**src/rtl/turn_sequencer.sv**
```systemverilog
// Mastermind round controller: walks each turn through guess entry, scoring and
// peg drawing, then decides whether the game is won, lost or moves to the next turn.
module turn_sequencer #(
  parameter int MAX_TURNS = 10,
  parameter int PEGS      = 4,
  parameter int CNT_W     = 3
) (
  input  logic             clk,
  input  logic             resetn,
  input  logic             start,
  input  logic             guess_valid,
  output logic             guess_ready,
  input  logic             timeout,
  output logic             next_turn,
  output logic             score_start,
  input  logic             score_valid,
  input  logic [CNT_W-1:0] exact_count,
  output logic             draw_start,
  input  logic             draw_done,
  output logic [3:0]       turn_num,
  output logic             turn_forfeit,
  output logic             game_won,
  output logic             game_lost
);

  localparam logic [2:0] S_IDLE  = 3'd0;
  localparam logic [2:0] S_PLAY  = 3'd1;
  localparam logic [2:0] S_SCORE = 3'd2;
  localparam logic [2:0] S_DRAW  = 3'd3;
  localparam logic [2:0] S_CHECK = 3'd4;
  localparam logic [2:0] S_WIN   = 3'd5;
  localparam logic [2:0] S_LOSE  = 3'd6;

  logic [2:0]       state_q, state_d;
  logic [3:0]       turn_q, turn_d;
  logic             forfeit_q, forfeit_d;
  logic [CNT_W-1:0] count_q, count_d;
  logic             guess_ready_q, guess_ready_d;
  logic             next_turn_q, next_turn_d;
  logic             score_start_q, score_start_d;
  logic             draw_start_q, draw_start_d;
  logic             game_won_q, game_won_d;
  logic             game_lost_q, game_lost_d;

  always_comb begin
    state_d   = state_q;
    turn_d    = turn_q;
    forfeit_d = forfeit_q;
    count_d   = count_q;
    case (state_q)
      S_IDLE, S_WIN, S_LOSE: begin
        if (start) begin
          state_d   = S_PLAY;
          turn_d    = 4'd1;
          forfeit_d = 1'b0;
          count_d   = '0;
        end
      end
      S_PLAY: begin
        // A guess arriving together with timeout takes precedence.
        if (guess_valid) begin
          state_d = S_SCORE;
        end else if (timeout) begin
          state_d   = S_DRAW;
          forfeit_d = 1'b1;
          count_d   = '0;
        end
      end
      S_SCORE: begin
        if (score_valid) begin
          state_d = S_DRAW;
          count_d = exact_count;
        end
      end
      S_DRAW: begin
        if (draw_done) state_d = S_CHECK;
      end
      S_CHECK: begin
        if (count_q == CNT_W'(PEGS)) begin
          state_d = S_WIN;
        end else if (turn_q == 4'(MAX_TURNS)) begin
          state_d = S_LOSE;
        end else begin
          state_d   = S_PLAY;
          turn_d    = turn_q + 4'd1;
          forfeit_d = 1'b0;
        end
      end
      default: state_d = S_IDLE;
    endcase

    // Outputs are derived from the upcoming state so every pulse lands on the
    // first cycle of the state it announces.
    guess_ready_d = (state_d == S_PLAY);
    next_turn_d   = (state_d == S_PLAY)  && (state_q != S_PLAY);
    score_start_d = (state_d == S_SCORE) && (state_q != S_SCORE);
    draw_start_d  = (state_d == S_DRAW)  && (state_q != S_DRAW);
    game_won_d    = (state_d == S_WIN);
    game_lost_d   = (state_d == S_LOSE);
  end

  always_ff @(posedge clk or negedge resetn) begin
    if (!resetn) begin
      state_q       <= S_IDLE;
      turn_q        <= 4'd0;
      forfeit_q     <= 1'b0;
      count_q       <= '0;
      guess_ready_q <= 1'b0;
      next_turn_q   <= 1'b0;
      score_start_q <= 1'b0;
      draw_start_q  <= 1'b0;
      game_won_q    <= 1'b0;
      game_lost_q   <= 1'b0;
    end else begin
      state_q       <= state_d;
      turn_q        <= turn_d;
      forfeit_q     <= forfeit_d;
      count_q       <= count_d;
      guess_ready_q <= guess_ready_d;
      next_turn_q   <= next_turn_d;
      score_start_q <= score_start_d;
      draw_start_q  <= draw_start_d;
      game_won_q    <= game_won_d;
      game_lost_q   <= game_lost_d;
    end
  end

  assign guess_ready  = guess_ready_q;
  assign next_turn    = next_turn_q;
  assign score_start  = score_start_q;
  assign draw_start   = draw_start_q;
  assign turn_num     = turn_q;
  assign turn_forfeit = forfeit_q;
  assign game_won     = game_won_q;
  assign game_lost    = game_lost_q;

endmodule

```
**config.mk**
```make
export PLATFORM = sky130hd
export DESIGN_NAME = turn_sequencer
export DESIGN_NICKNAME = d
export VERILOG_FILES = /design/src/rtl/turn_sequencer.sv
export SDC_FILE = /design/constraint.sdc
export NUM_CORES = 1
export LEC_CHECK = 0
export ABC_CLOCK_PERIOD_IN_PS = 3680
export CAP_MARGIN = 20
export CORE_MARGIN = 2
export CORE_UTILIZATION = 53
export CTS_CLUSTER_DIAMETER = 50
export DETAILED_ROUTE_END_ITERATION = 10
export GPL_TIMING_DRIVEN = 0
export PLACE_DENSITY_LB_ADDON = 0.3
export SLEW_MARGIN = 10
export SYNTH_ARGS = -nofsm -noshare
export SYNTH_HDL_FRONTEND = slang
export SYNTH_SLANG_ARGS = --single-unit
export TNS_END_PERCENT = 50
```
**constraint.sdc**
```tcl
create_clock -name clk -period 3.68 [get_ports clk]
set_clock_uncertainty 0.1 [all_clocks]
set_input_delay 0.736 -clock clk [delete_from_list [all_inputs] [get_ports clk]]
set_output_delay 0.736 -clock clk [all_outputs]
set_load 0.05 [all_outputs]
```
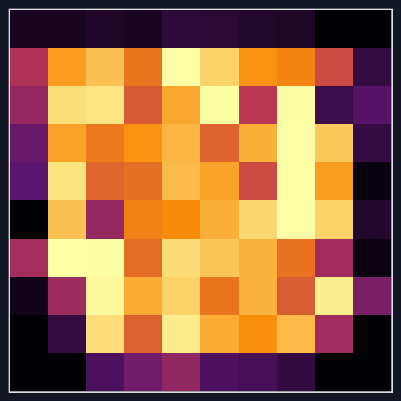
run_1/util_map.png
Scale: 8 px per µm. The die is cut into 10 by 10 equal tiles; black is low, pale yellow is high, 0 to 100% covered.
nearly empty tiles = 9.0%
tiles over 75% full = 41%
mean over tiles = 54%
densest ninth of the die = centre
fullest tile = 100%
Post-Route Utilization: 71.9%
Core Box Area: 1760 µm²
floorplan-stage core utilization: 57.3%

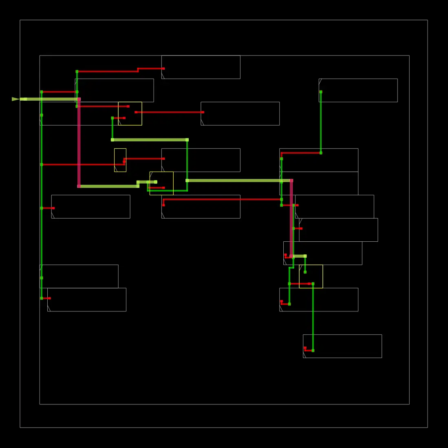
run_1/clock_nets.png
count of sequential standard cells: 17
TritonCTS Buffers: 3
sinks on the clock net: 17

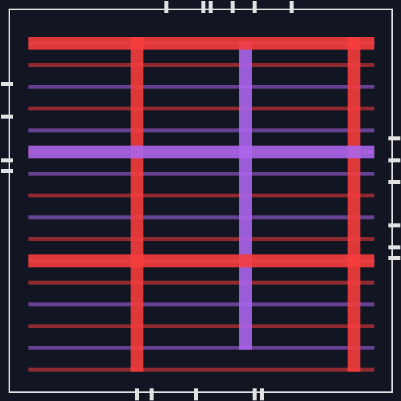
run_1/floorplan.png
Scale: 8 px per µm. Pins as bars on the die edge.
VSS -> red
VDD -> purple
met4 straps = 3
met1 rails = 16
met5 straps = 3

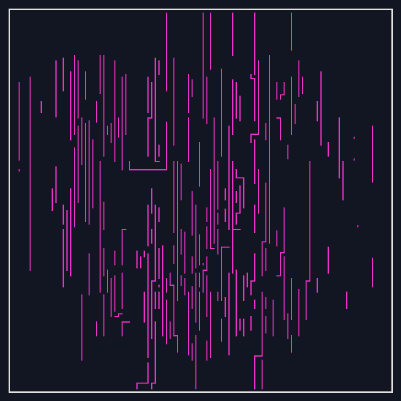
run_1/m2.png
Scale: 8 px per µm.
main direction = vertical
longest straight run = 24.1 µm
share of all routed wire = 51%
wire length on this layer = 1020 µm
nets with wire on the layer = 119
routed via count: 851
met2 GRT Util: 34.9%
Total Wirelength: 1.99 mm

==> results.txt, run 1 <==
Notes on the physical design

The distinct cell type count after synthesis is about 40. The initial antenna violation count is 0. For reference, the mux area share after synthesis is between 3 and 4%. Post-CTS timing repair inserted 0 buffers for setup. The commonest cells after synthesis are sky130_fd_sc_hd__dfrtp_1 (17), sky130_fd_sc_hd__nor2_1 (10), sky130_fd_sc_hd__inv_1 (7), sky130_fd_sc_hd__nand2_1 (7), sky130_fd_sc_hd__o21ai_0 (7). The congestion estimate from routability-driven global placement came to approximately 0.8. The max-slew check reports its worst relative slack as a little over half. The maximum vdd drop is between 500 and 600 µV. The clock network area share is 2.07%. The total power consumption of the routed design is ~0.0011 W.

The length of routed met3 wiring is roughly 76 µm. The number of instances in the placed design is roughly 150. In this run, the synthesized area fraction spent on AND-OR/OR-AND gates is recorded as between 10% and 20%. For reference, the top logic cell family by area is simple AND/OR/NAND/NOR gates. The netlist area before placement is between 1000 and 1500 µm².

The sum of routed wire segments on met1 is 874 µm. According to the timing report, the critical path is captured at turn_num[2]. The most used routing layer in global routing is met2. The DRC violation total left in the routed layout is recorded as 0. The deepest level of the CTS H-tree is 1. Per the post-run analysis, buffers plus inverters along the critical path come to 1.

The area growth from synthesis to layout is 25.5%. The setup-violating endpoint count in the final report is 0. The number of clock buffers in the layout is 4. The share of total power in sequential cells is between 20 and 30%. The worst reg2reg path endpoint is turn_num[2].

The post-place setup slack is 852 ps. The report lists the number of cells resized after CTS as 0. The setup TNS is 0 ps. The cell family contributing the most delay on the critical path is simple AND/OR/NAND/NOR gates.

The die covers 2270 µm². The startpoint kind of the worst setup timing path is a primary input. The OpenROAD warning count is 27.

Per the synthesis report, the adder-cell share of the synthesized area is about 2.5%. The cell depth of the worst setup path is 6. Static timing analysis puts the maximum clock frequency at between 300 and 400 MHz.

The mean routed wirelength per cell is 13.0 µm. The first global-routing pass estimated around 3.3 mm of wire. Setup slack closes at roughly 1200 ps. For this run, the post-layout net count is roughly 140. Registers represent a cell area share of between 30% and 40%. The minimum clock period after layout is 2510 ps. The pre-antenna-repair detailed-routing pass consisted of 5 iterations.

The post-DP HPWL is between 1 and 1.5 mm. Input and output buffers added on the ports amount to 20. The number of nets with antenna violations after detailed routing is 0. STA lists the startpoint of the worst register-to-register path as turn_num[0]. The share of flip-flops with an asynchronous set or reset after synthesis is 100%. The non-clock inverter instance count of the final layout is 7. TritonCTS built the clock tree. The detailed route wirelength on metal2 is 1.02 mm.

The number of max-cap violations is 0. The end point of the most critical hold path is turn_forfeit. The worst-path cell with the longest stage delay is sky130_fd_sc_hd__clkdlybuf4s50_1. The most critical setup path has its startpoint at start. The static power due to leakage is 0.545 nW. The main flop type is sky130_fd_sc_hd__dfrtp_1. The register with the most flip-flops in the layout has 4 of them. For reference, the placement row count at floorplan is 15.

The tightest hold margin is about 400 ps. After synthesis, the chip area reported by Yosys is between 1000 and 1500 µm². Per Yosys stat, the portion of area used by sequential elements is between 40% and 50%. The worst setup path is captured at a flip-flop. The final worst-path cycle share is approximately two thirds.

STA reports a reg2reg setup slack of about 1600 ps. Once synthesis finished, the tally of register bits stood at 17. The most common logic cells in the final layout are sky130_fd_sc_hd__clkdlybuf4s50_1 (20), sky130_fd_sc_hd__dfrtp_1 (17), sky130_fd_sc_hd__nor2_1 (10). The number of fill cells in the layout is 156.

The final-layout non-clock buffer area share is around a fifth. The pin count of the biggest net entering global routing is 18. The fraction of layout cells with a size suffix above 1 is a little over a tenth. The cell class ranked first by area is combinational gates.

Along the worst hold path, the cell count comes to 2. On met1, the global router reports a usage of between 20% and 30%. The most critical min-delay path falls under reg -> reg. In this run, the synthesized area fraction spent on and/or/nand/nor cells is recorded as 25.1%.

The critical path endpoint has a required time of approximately 3800 ps. For reference, the critical path cell chain is clkdlybuf4s50_1, and4bb_2, nor3_4, nand4_4, o31a_1, a31o_1. The routing usage on met3 is 5.66%. Summing all multi-input logic gate instances after layout gives 507 µm². The number of cells traversed by the worst register-to-register path is 8.

Sequential power for this build is a little under 0.0003 W. The synthesized design contains 0 enable-type register cells. The root buffer cell chosen for the clock tree is sky130_fd_sc_hd__clkbuf_4.

Per the OpenROAD power report, switching power amounts to about 0.00051 W. The number of cells reported by Yosys stat comes to approximately 100. The layout has 27 buffers outside the clock class. The net switching share of the total power is between 40% and 50%. The flow ran to the end, and the final reports show no timing, DRC or antenna violations. The sum of overflow across all layers after global routing is 0.

The storage element area is about 430 µm². The largest part of the power goes to combinational logic. The longest clock path from root to sink contains 2 buffers. The first routing iteration left 19 violations. Pins over their slew limit in the final report were tallied at 0. Using the TritonRoute via totals, the vias-per-cell ratio works out to 5.56. Internal power comes to 0.000554 W. Of the total synthesized cell area, the portion taken by XOR and XNOR cells is 0%. In the final report, the number of hold violations comes to 0. Sorting the Yosys area breakdown by cell type puts at the top sky130_fd_sc_hd__dfrtp_1.

The global routing report lists combined usage of all routing layers as a little over a fifth. The Yosys warning count is 0.
run_1/ff_map.png
Scale: 8 px per µm. Other sequential cells in the stronger grey, the rest of the logic in the fainter grey.
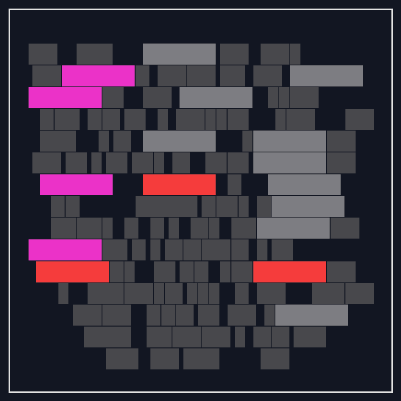

==> run 2: changes to the inputs <==
--- a/config.mk
+++ b/config.mk
@@ -5,10 +5,10 @@
 export SDC_FILE = /design/constraint.sdc
 export NUM_CORES = 1
 export LEC_CHECK = 0
-export ABC_CLOCK_PERIOD_IN_PS = 3680
+export ABC_CLOCK_PERIOD_IN_PS = 2000
 export CAP_MARGIN = 20
 export CORE_MARGIN = 2
-export CORE_UTILIZATION = 53
+export CORE_UTILIZATION = 45
 export CTS_CLUSTER_DIAMETER = 50
 export DETAILED_ROUTE_END_ITERATION = 10
 export GPL_TIMING_DRIVEN = 0
==> constraint.sdc (replaced) <==
create_clock -name clk -period 2 [get_ports clk]
set_clock_uncertainty 0.1 [all_clocks]
set_input_delay 0.4 -clock clk [delete_from_list [all_inputs] [get_ports clk]]
set_output_delay 0.4 -clock clk [all_outputs]
set_load 0.05 [all_outputs]
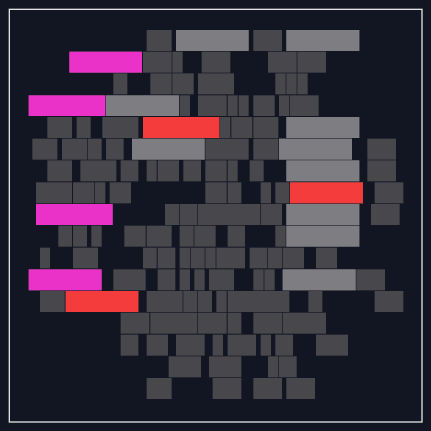
run_2/ff_map.png
Scale: 8 px per µm. Other sequential cells in the stronger grey, the rest of the logic in the fainter grey.
turn_num -> magenta  # placed flops 4
state_q -> red  # placed flops 3
not coloured = 10
Post-Route Utilization: 62.2%
P_seq: 0.000539 W
sequential cell area share: 31.8%
FF/Latch Area: 429 µm²

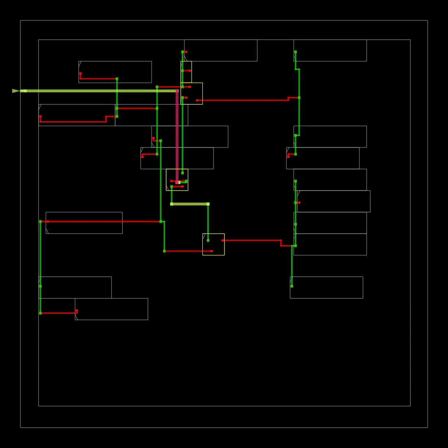
run_2/clock_nets.png
tally of clock buffers in the finished layout: 4
clock latency on the worst-skew pair: 280 ps

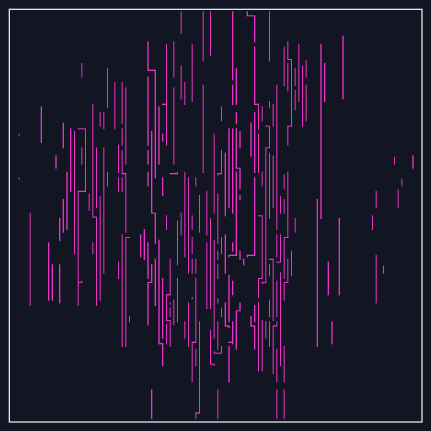
run_2/m2.png
Scale: 8 px per µm.
longest straight run = 21.8 µm
share of all routed wire = 51%

==> run 2 against run 1 <==
  * The flow now finishes with violations (negative setup slack)
  * Combinational power up 110%
  * Clock power up 81%
  * Worst hold slack worse by 7.1 ps
  * Flip-flop count did not move
  * Cell count increased by 5.9%
  * Worst setup slack worse by 1200 ps
  * Final area increased by 6.4%
  * Non-clock buffer count increased by 6
  * Largest power group unchanged
==> results.txt, run 2 <==
Notes on the physical design

Status: finished, violations left (was complete, no violations). The checks that failed: negative setup slack. The final worst slack is -16.1 ps (was 1170 ps).

The total DRC errors in the routed layout is 0 (unchanged). The reg-to-reg startpoint is state_q[2] (was turn_num[0]). The via total after detailed routing is 891 (was 851).

The share of flip-flops with an asynchronous set or reset after synthesis is 100% (unchanged). The fmax is around 500 MHz. The slack of the worst reg-to-reg path came to -20 ps (was 1560 ps). The post-DP HPWL is 1.48 mm (was 1.49 mm). The number of instances on the worst hold path is 1 (was 2). The met2 layer usage reported by global route is 28.0% (was 34.9%). The critical path startpoint was state_q[2] (was start).

The setup-violating endpoint count in the final report was 1 (was 0). The total power consumption of the routed design was 0.00211 W (was 0.00106 W). The deepest level of the CTS H-tree came to 1 (unchanged).

The number of flip-flops and latches is 17 (unchanged). The deepest clock path buffer count is 2 (unchanged). The worst relative slew slack was 51.2% (was 52.1%). The TritonCTS sink count is 17 (unchanged). The combined buffer and inverter count along the critical path is 2 (was 1).

The number of buffers added by the clock tree synthesis step is 3 (unchanged). The die footprint is 2640 µm² (was 2270 µm²). The cell depth of the worst setup path is 7 (was 6).

The number of cells traversed by the worst register-to-register path came to 7 (was 8). The most used routing layer in global routing is met2 (unchanged). The number of port buffers came to 20 (unchanged). The number of DRC markers after the initial detailed-route iteration came to 12 (was 19). The initial antenna violation count was 0 (unchanged).

The net switching share of the total power was 47.0% (was 47.9%). The internal power came to 0.00112 W (was 0.000554 W). The pin count of the biggest net entering global routing came to 18 (unchanged). The end point of the most critical hold path is turn_num[0] (was turn_forfeit). The total count of max-transition violations in the final report came to 0 (unchanged). The non-clock buffer count in the final layout was 33 (was 27). The number of buffers added for setup after CTS was 0 (unchanged). The synthesized-area fraction occupied by ao, oa, aoi and oai cells is 18.6% (unchanged). The proportion of synthesized chip area in sequential cells is 42.1% (unchanged). The final weighted congestion in routability-driven placement came to 0.771 (was 0.811).

The non-clock inverter instance count of the final layout is 7 (unchanged). The number of instances in the placed design is 152 (was 149). The clock tree from TritonCTS is built (unchanged). The worst hold-check path type is reg -> reg (unchanged).

The final-layout non-clock buffer area share is 22.2% (was 19.9%). The overall track demand over capacity in global routing is 17.3% (was 21.0%). The mean routed wirelength per cell is 13.0 µm (about the same). The termination of the worst setup path is turn_num[2] (unchanged). The sum of overflow across all layers after global routing was 0 (unchanged). The cell accounting for the most synthesized area is sky130_fd_sc_hd__dfrtp_1 (unchanged). The starting density of the core was 46.6% (was 57.3%). The tightest hold margin is 396 ps (was 403 ps). The number of nets in the layout was 147 (was 141). The number of fill cells in the layout came to 200 (was 156).

The area occupied by multi-input gates is 534 µm² (was 507 µm²). The area growth from synthesis to layout is 33.5% (was 25.5%). The number of standard-cell rows in the floorplan was 17 (was 15). Cell Chain, Critical Path: buf_6, buf_8, or3b_4, o211ai_4, nand4_4, o31a_1, a31o_1 (was clkdlybuf4s50_1, and4bb_2, nor3_4, nand4_4, o31a_1, a31o_1). The worst-path cell with the longest stage delay is sky130_fd_sc_hd__dfrtp_1 (was sky130_fd_sc_hd__clkdlybuf4s50_1). The synthesized-area fraction occupied by and/or/nand/nor cells came to 25.1% (unchanged). The number of cells upsized or downsized after cts is 6 (was 0).
run_2/util_map.png
Scale: 8 px per µm. The die is cut into 10 by 10 equal tiles; black is low, pale yellow is high, 0 to 100% covered.
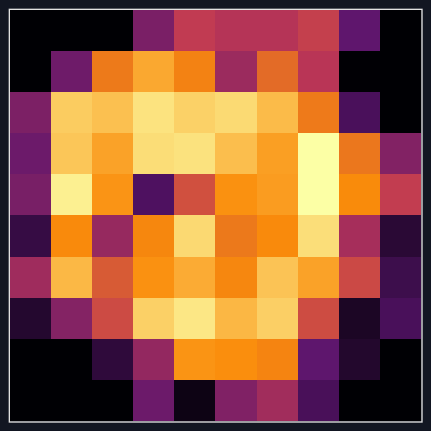

==> run 3: changes to the inputs <==
--- a/config.mk
+++ b/config.mk
@@ -5,6 +5,7 @@
 export SDC_FILE = /design/constraint.sdc
 export NUM_CORES = 1
 export LEC_CHECK = 0
+export ABC_AREA = 1
 export ABC_CLOCK_PERIOD_IN_PS = 2000
 export CAP_MARGIN = 20
 export CORE_MARGIN = 2
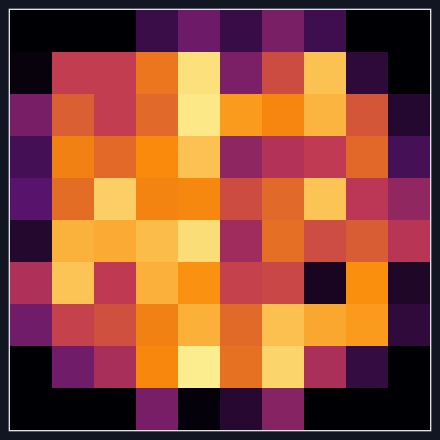
run_3/util_map.png
Scale: 8 px per µm. The die is cut into 10 by 10 equal tiles; black is low, pale yellow is high, 0 to 100% covered.
densest ninth of the die = centre
tiles over 75% full = 22%
mean over tiles = 47%
fullest tile = 96%
nearly empty tiles = 16%

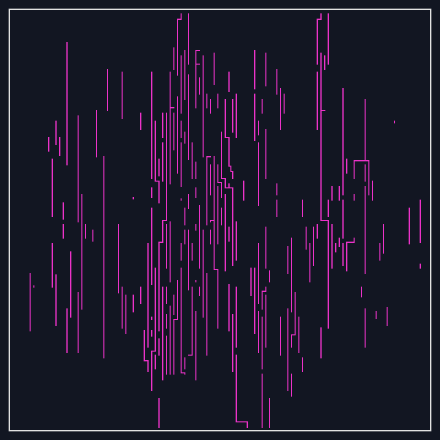
run_3/m2.png
Scale: 8 px per µm.
nets with wire on the layer = 129
wire length on this layer = 1000 µm
Total Wirelength: 2.16 mm
met2 GRT Util: 29.2%
routed via count: 928

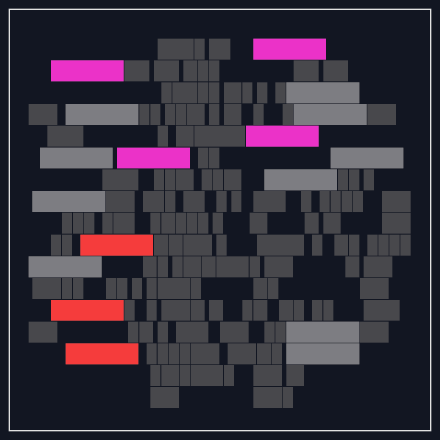
run_3/ff_map.png
Scale: 8 px per µm. Other sequential cells in the stronger grey, the rest of the logic in the fainter grey.
turn_num -> magenta  # placed flops 4, where north
state_q -> red  # placed flops 3
FF/Latch Area: 425 µm²
sequential cell area share: 32.2%
P_seq: 0.000540 W

==> run 3 against run 2 <==
  * The flow now finishes without violations
  * Via count is 4.2% higher
  * Non-clock buffer count is 13 lower
  * Critical path depth is 6 lower
  * Worst hold slack worse by 16 ps
  * Sequential power hardly changed
  * Worst setup slack better by 70 ps
  * Global-route usage is 1.5 points higher
  * First-iteration DRC count is 25% higher
  * Clock power is 4% higher
  * Largest cell class unchanged
  * Largest power group unchanged
  * Highest routed layer unchanged
==> results.txt, run 3 <==
Notes on the physical design

The length of routed met3 wiring is 102 µm (was 76 µm). The number of flip-flops in the largest register came to 4 (unchanged). The number of enable flip-flop cells came to 0 (unchanged).

The minimum clock period after layout is 1950 ps (was 2020 ps). The synthesized-area fraction occupied by ao, oa, aoi and oai cells is 3.90% (was 18.6%). Synth cell count leaders: sky130_fd_sc_hd__nand2_1 (38), sky130_fd_sc_hd__nor2_1 (27), sky130_fd_sc_hd__dfrtp_1 (17) (was sky130_fd_sc_hd__dfrtp_1 (17), sky130_fd_sc_hd__nor2_1 (10), sky130_fd_sc_hd__inv_1 (7), sky130_fd_sc_hd__nand2_1 (7), sky130_fd_sc_hd__o21ai_0 (7)). The number of nets at floorplan is 153 (was 116). The final standard cell utilization of the core is 59.7% (was 62.2%). The endpoint arrival time on the critical path came to 1450 ps (was 2100 ps). The internal power is 0.000894 W (was 0.00112 W).

The worst hold-check path type is reg -> reg (unchanged). The number of port buffers is 20 (unchanged). The overall track demand over capacity in global routing is 18.8% (was 17.3%). The endpoint type of the worst setup path is a primary output (was flip-flop). The number of nets in the layout is 178 (was 147). Most frequent cells in the layout: sky130_fd_sc_hd__nand2_1 (38), sky130_fd_sc_hd__nor2_1 (27), sky130_fd_sc_hd__dfrtp_1 (17) (was sky130_fd_sc_hd__dfrtp_1 (14), sky130_fd_sc_hd__clkdlybuf4s50_1 (14), sky130_fd_sc_hd__nor2_1 (10)). The combinational fraction of the cell area came to 42.6% (was 39.6%).

The post-synthesis mux area share is 0% (was 3.96%). The area occupied by multi-input gates is 563 µm² (was 534 µm²). The most frequently used cell type in the post-synthesis netlist is sky130_fd_sc_hd__nand2_1 (was sky130_fd_sc_hd__dfrtp_1). The final-report hold violation count is 0 (unchanged). The total count of max-transition violations in the final report came to 0 (unchanged). The highest cell delay on the worst timing path is 800 ps (was 410 ps). The via count of the first global-routing pass is 892 (was 773). The area growth from synthesis to layout came to 24.8% (was 33.5%). The cell family contributing the most delay on the critical path is buffers and inverters (was AND-OR/OR-AND gates). The clock network area share is 2.08% (was 1.95%). The die footprint is 2760 µm² (was 2640 µm²). The post-synthesis sequential element count is 17 (unchanged). The worst-path cell with the longest stage delay is sky130_fd_sc_hd__clkdlybuf4s50_1 (was sky130_fd_sc_hd__dfrtp_1). The cell depth of the worst setup path is 1 (was 7). The proportion of synthesized chip area in sequential cells is 40.2% (was 42.1%).

The termination of the worst setup path was draw_start (was turn_num[2]). The main logic family after synthesis is simple AND/OR/NAND/NOR gates (unchanged). The arithmetic-cell share of the synthesized area counting full adders, half adders and majority gates is 2.36% (was 2.48%). The number of inserted diodes is 0 (unchanged).

The setup-violating endpoint count in the final report came to 0 (was 1). The gate count after technology mapping is 141 (was 104). The fmax is 514 MHz (was 496 MHz). The starting density of the core was 47.9% (was 46.6%). The non-clock inverter instance count of the final layout is 18 (was 7). The number of cells in the yosys synthesis report came to 141 (was 104). The Yosys warning count is 0 (unchanged).

The combined buffer and inverter count along the critical path is 1 (was 2). The wire length of the first global-routing pass is 3.87 mm (was 3.44 mm). Largest cells by area: sky130_fd_sc_hd__dfrtp_1 (40%), sky130_fd_sc_hd__nand2_1 (13%), sky130_fd_sc_hd__nor2_1 (9.6%) (was sky130_fd_sc_hd__dfrtp_1 (42%), sky130_fd_sc_hd__mux2i_1 (4.0%), sky130_fd_sc_hd__nor2_1 (3.7%)). The number of buffers added by the clock tree synthesis step came to 3 (unchanged). The final-layout non-clock buffer area share is 15.2% (was 22.2%). The synthesized area divided by synthesized cell count is 7.51 µm² (was 9.72 µm²). The deepest clock path buffer count is 2 (unchanged). The share of flip-flops with an asynchronous set or reset after synthesis is 100% (unchanged).

The clock root buffer is sky130_fd_sc_hd__clkbuf_4 (unchanged). The sum of routed wire segments on met1 is 1.01 mm (was 939 µm). The slack of the worst reg-to-reg path is 330 ps (was -20 ps). The uppermost layer routed is met4 (unchanged). The count of multi-input gates is 106 (was 73). The mean routed wirelength per cell was 11.2 µm (was 13.0 µm). The reg-to-reg startpoint is turn_num[0] (was state_q[2]). The netlist area before placement was 1060 µm² (was 1010 µm²). The deepest level of the CTS H-tree was 1 (unchanged).

The non-clock buffer count in the final layout is 20 (was 33). The critical path startpoint is draw_start (was state_q[2]). The number of cells traversed by the worst register-to-register path is 10 (was 7). The number of buffers added for setup after CTS is 0 (unchanged).

The final worst-path cycle share is 97.3% (was 101%). The synthesized-area fraction occupied by and/or/nand/nor cells was 46.1% (was 25.1%). The OpenROAD warning count was 27 (was 28). The later-pin clock latency in the skew report came to 290 ps (was 280 ps). The total power consumption of the routed design came to 0.00192 W (was 0.00211 W). The fraction of layout cells with a size suffix above 1 is 15.2% (was 20.1%). The highest-count logic cell in the final layout is sky130_fd_sc_hd__nand2_1. The static power due to leakage came to 0.739 nW (was 0.597 nW).

The vertical die size is 52.5 µm (was 51.4 µm). The most used routing layer in global routing is met2 (unchanged). The first-pass iteration count of the detailed router is 4 (unchanged). The number of fill cells in the layout is 206 (was 200).

The number of standard-cell rows in the floorplan is 17 (unchanged). The cell class ranked first by area is combinational gates (unchanged). The pin count of the biggest net entering global routing is 18 (unchanged). The post-layout instance count excluding filler cells is 193 (was 162). The worst relative slew slack was 50.4% (was 51.2%). The worst reg2reg path endpoint was game_lost (was turn_num[2]).

The post-DP HPWL is 1.66 mm (was 1.48 mm). The distinct cell type count after synthesis is 21 (was 40). The XOR/XNOR share of the synthesized area is 0.827% (was 0%).

The summed area of non-filler cells in the final layout is 1320 µm² (was 1350 µm²). The setup TNS is 0 ps (was -16.1 ps). The net switching share of the total power is 53.4% (was 47.0%).

The number of max-cap violations is 0 (unchanged). The number of instances on the worst hold path is 2 (was 1). The number of DRC markers after the initial detailed-route iteration is 15 (was 12). The clock tree from TritonCTS is built (unchanged).

The final weighted congestion in routability-driven placement came to 0.799 (was 0.771). The final worst slack is 53.8 ps (was -16.1 ps). The detailed route wirelength on metal2 is 1.00 mm (was 1.07 mm). The number of clock buffers in the layout was 3 (was 4). The initial antenna violation count is 0 (unchanged). The cell area reported after detailed placement came to 1290 µm² (was 1250 µm²).

The number of cells upsized or downsized after cts was 4 (was 6). The group with the largest share of power is combinational logic (unchanged). The sum of overflow across all layers after global routing was 0 (unchanged). The total number of tap cells is 28 (unchanged). The TritonCTS sink count came to 17 (unchanged). The net switching power is 0.00102 W (was 0.000991 W). The mean number of vias per cell is 4.81 (was 5.50).

The routing usage on met1 is 25.3% (was 22.2%). The cell accounting for the most synthesized area is sky130_fd_sc_hd__dfrtp_1 (unchanged). The main flop type is sky130_fd_sc_hd__dfrtp_1 (unchanged).

The ratio of total power to cell area was 1450 nW/µm² (was 1560 nW/µm²). Cell Chain, Critical Path: clkdlybuf4s50_1 (was buf_6, buf_8, or3b_4, o211ai_4, nand4_4, o31a_1, a31o_1). The power consumed by combinational cells was 0.00119 W (was 0.00138 W). The number of nets with antenna violations after detailed routing is 0 (unchanged).

The number of flip-flops and latches is 17 (unchanged). Status: complete, no violations (was finished, violations left). The data required time at the worst endpoint is 1500 ps (was 2080 ps). The end point of the most critical hold path is count_q[2] (was turn_num[0]). The post-synthesis chip area from yosys is 1060 µm² (was 1010 µm²). The post-place setup slack is 225 ps (was -509 ps). The share of total power in sequential cells is 28.1% (was 25.6%). The number of instances in the placed design is 189 (was 152). The startpoint kind of the worst setup timing path is a flip-flop (unchanged).

The area of the core came to 2210 µm² (was 2170 µm²). The total DRC errors in the routed layout is 0 (unchanged). The tightest hold margin was 380 ps (was 396 ps). The maximum vdd drop came to 825 µV (was 916 µV). The startpoint of the tightest hold check path was count_q[2] (was turn_num[0]). The routing usage on met3 is 4.57% (was 3.22%).
Power is estimated from default activity; no workload was simulated.
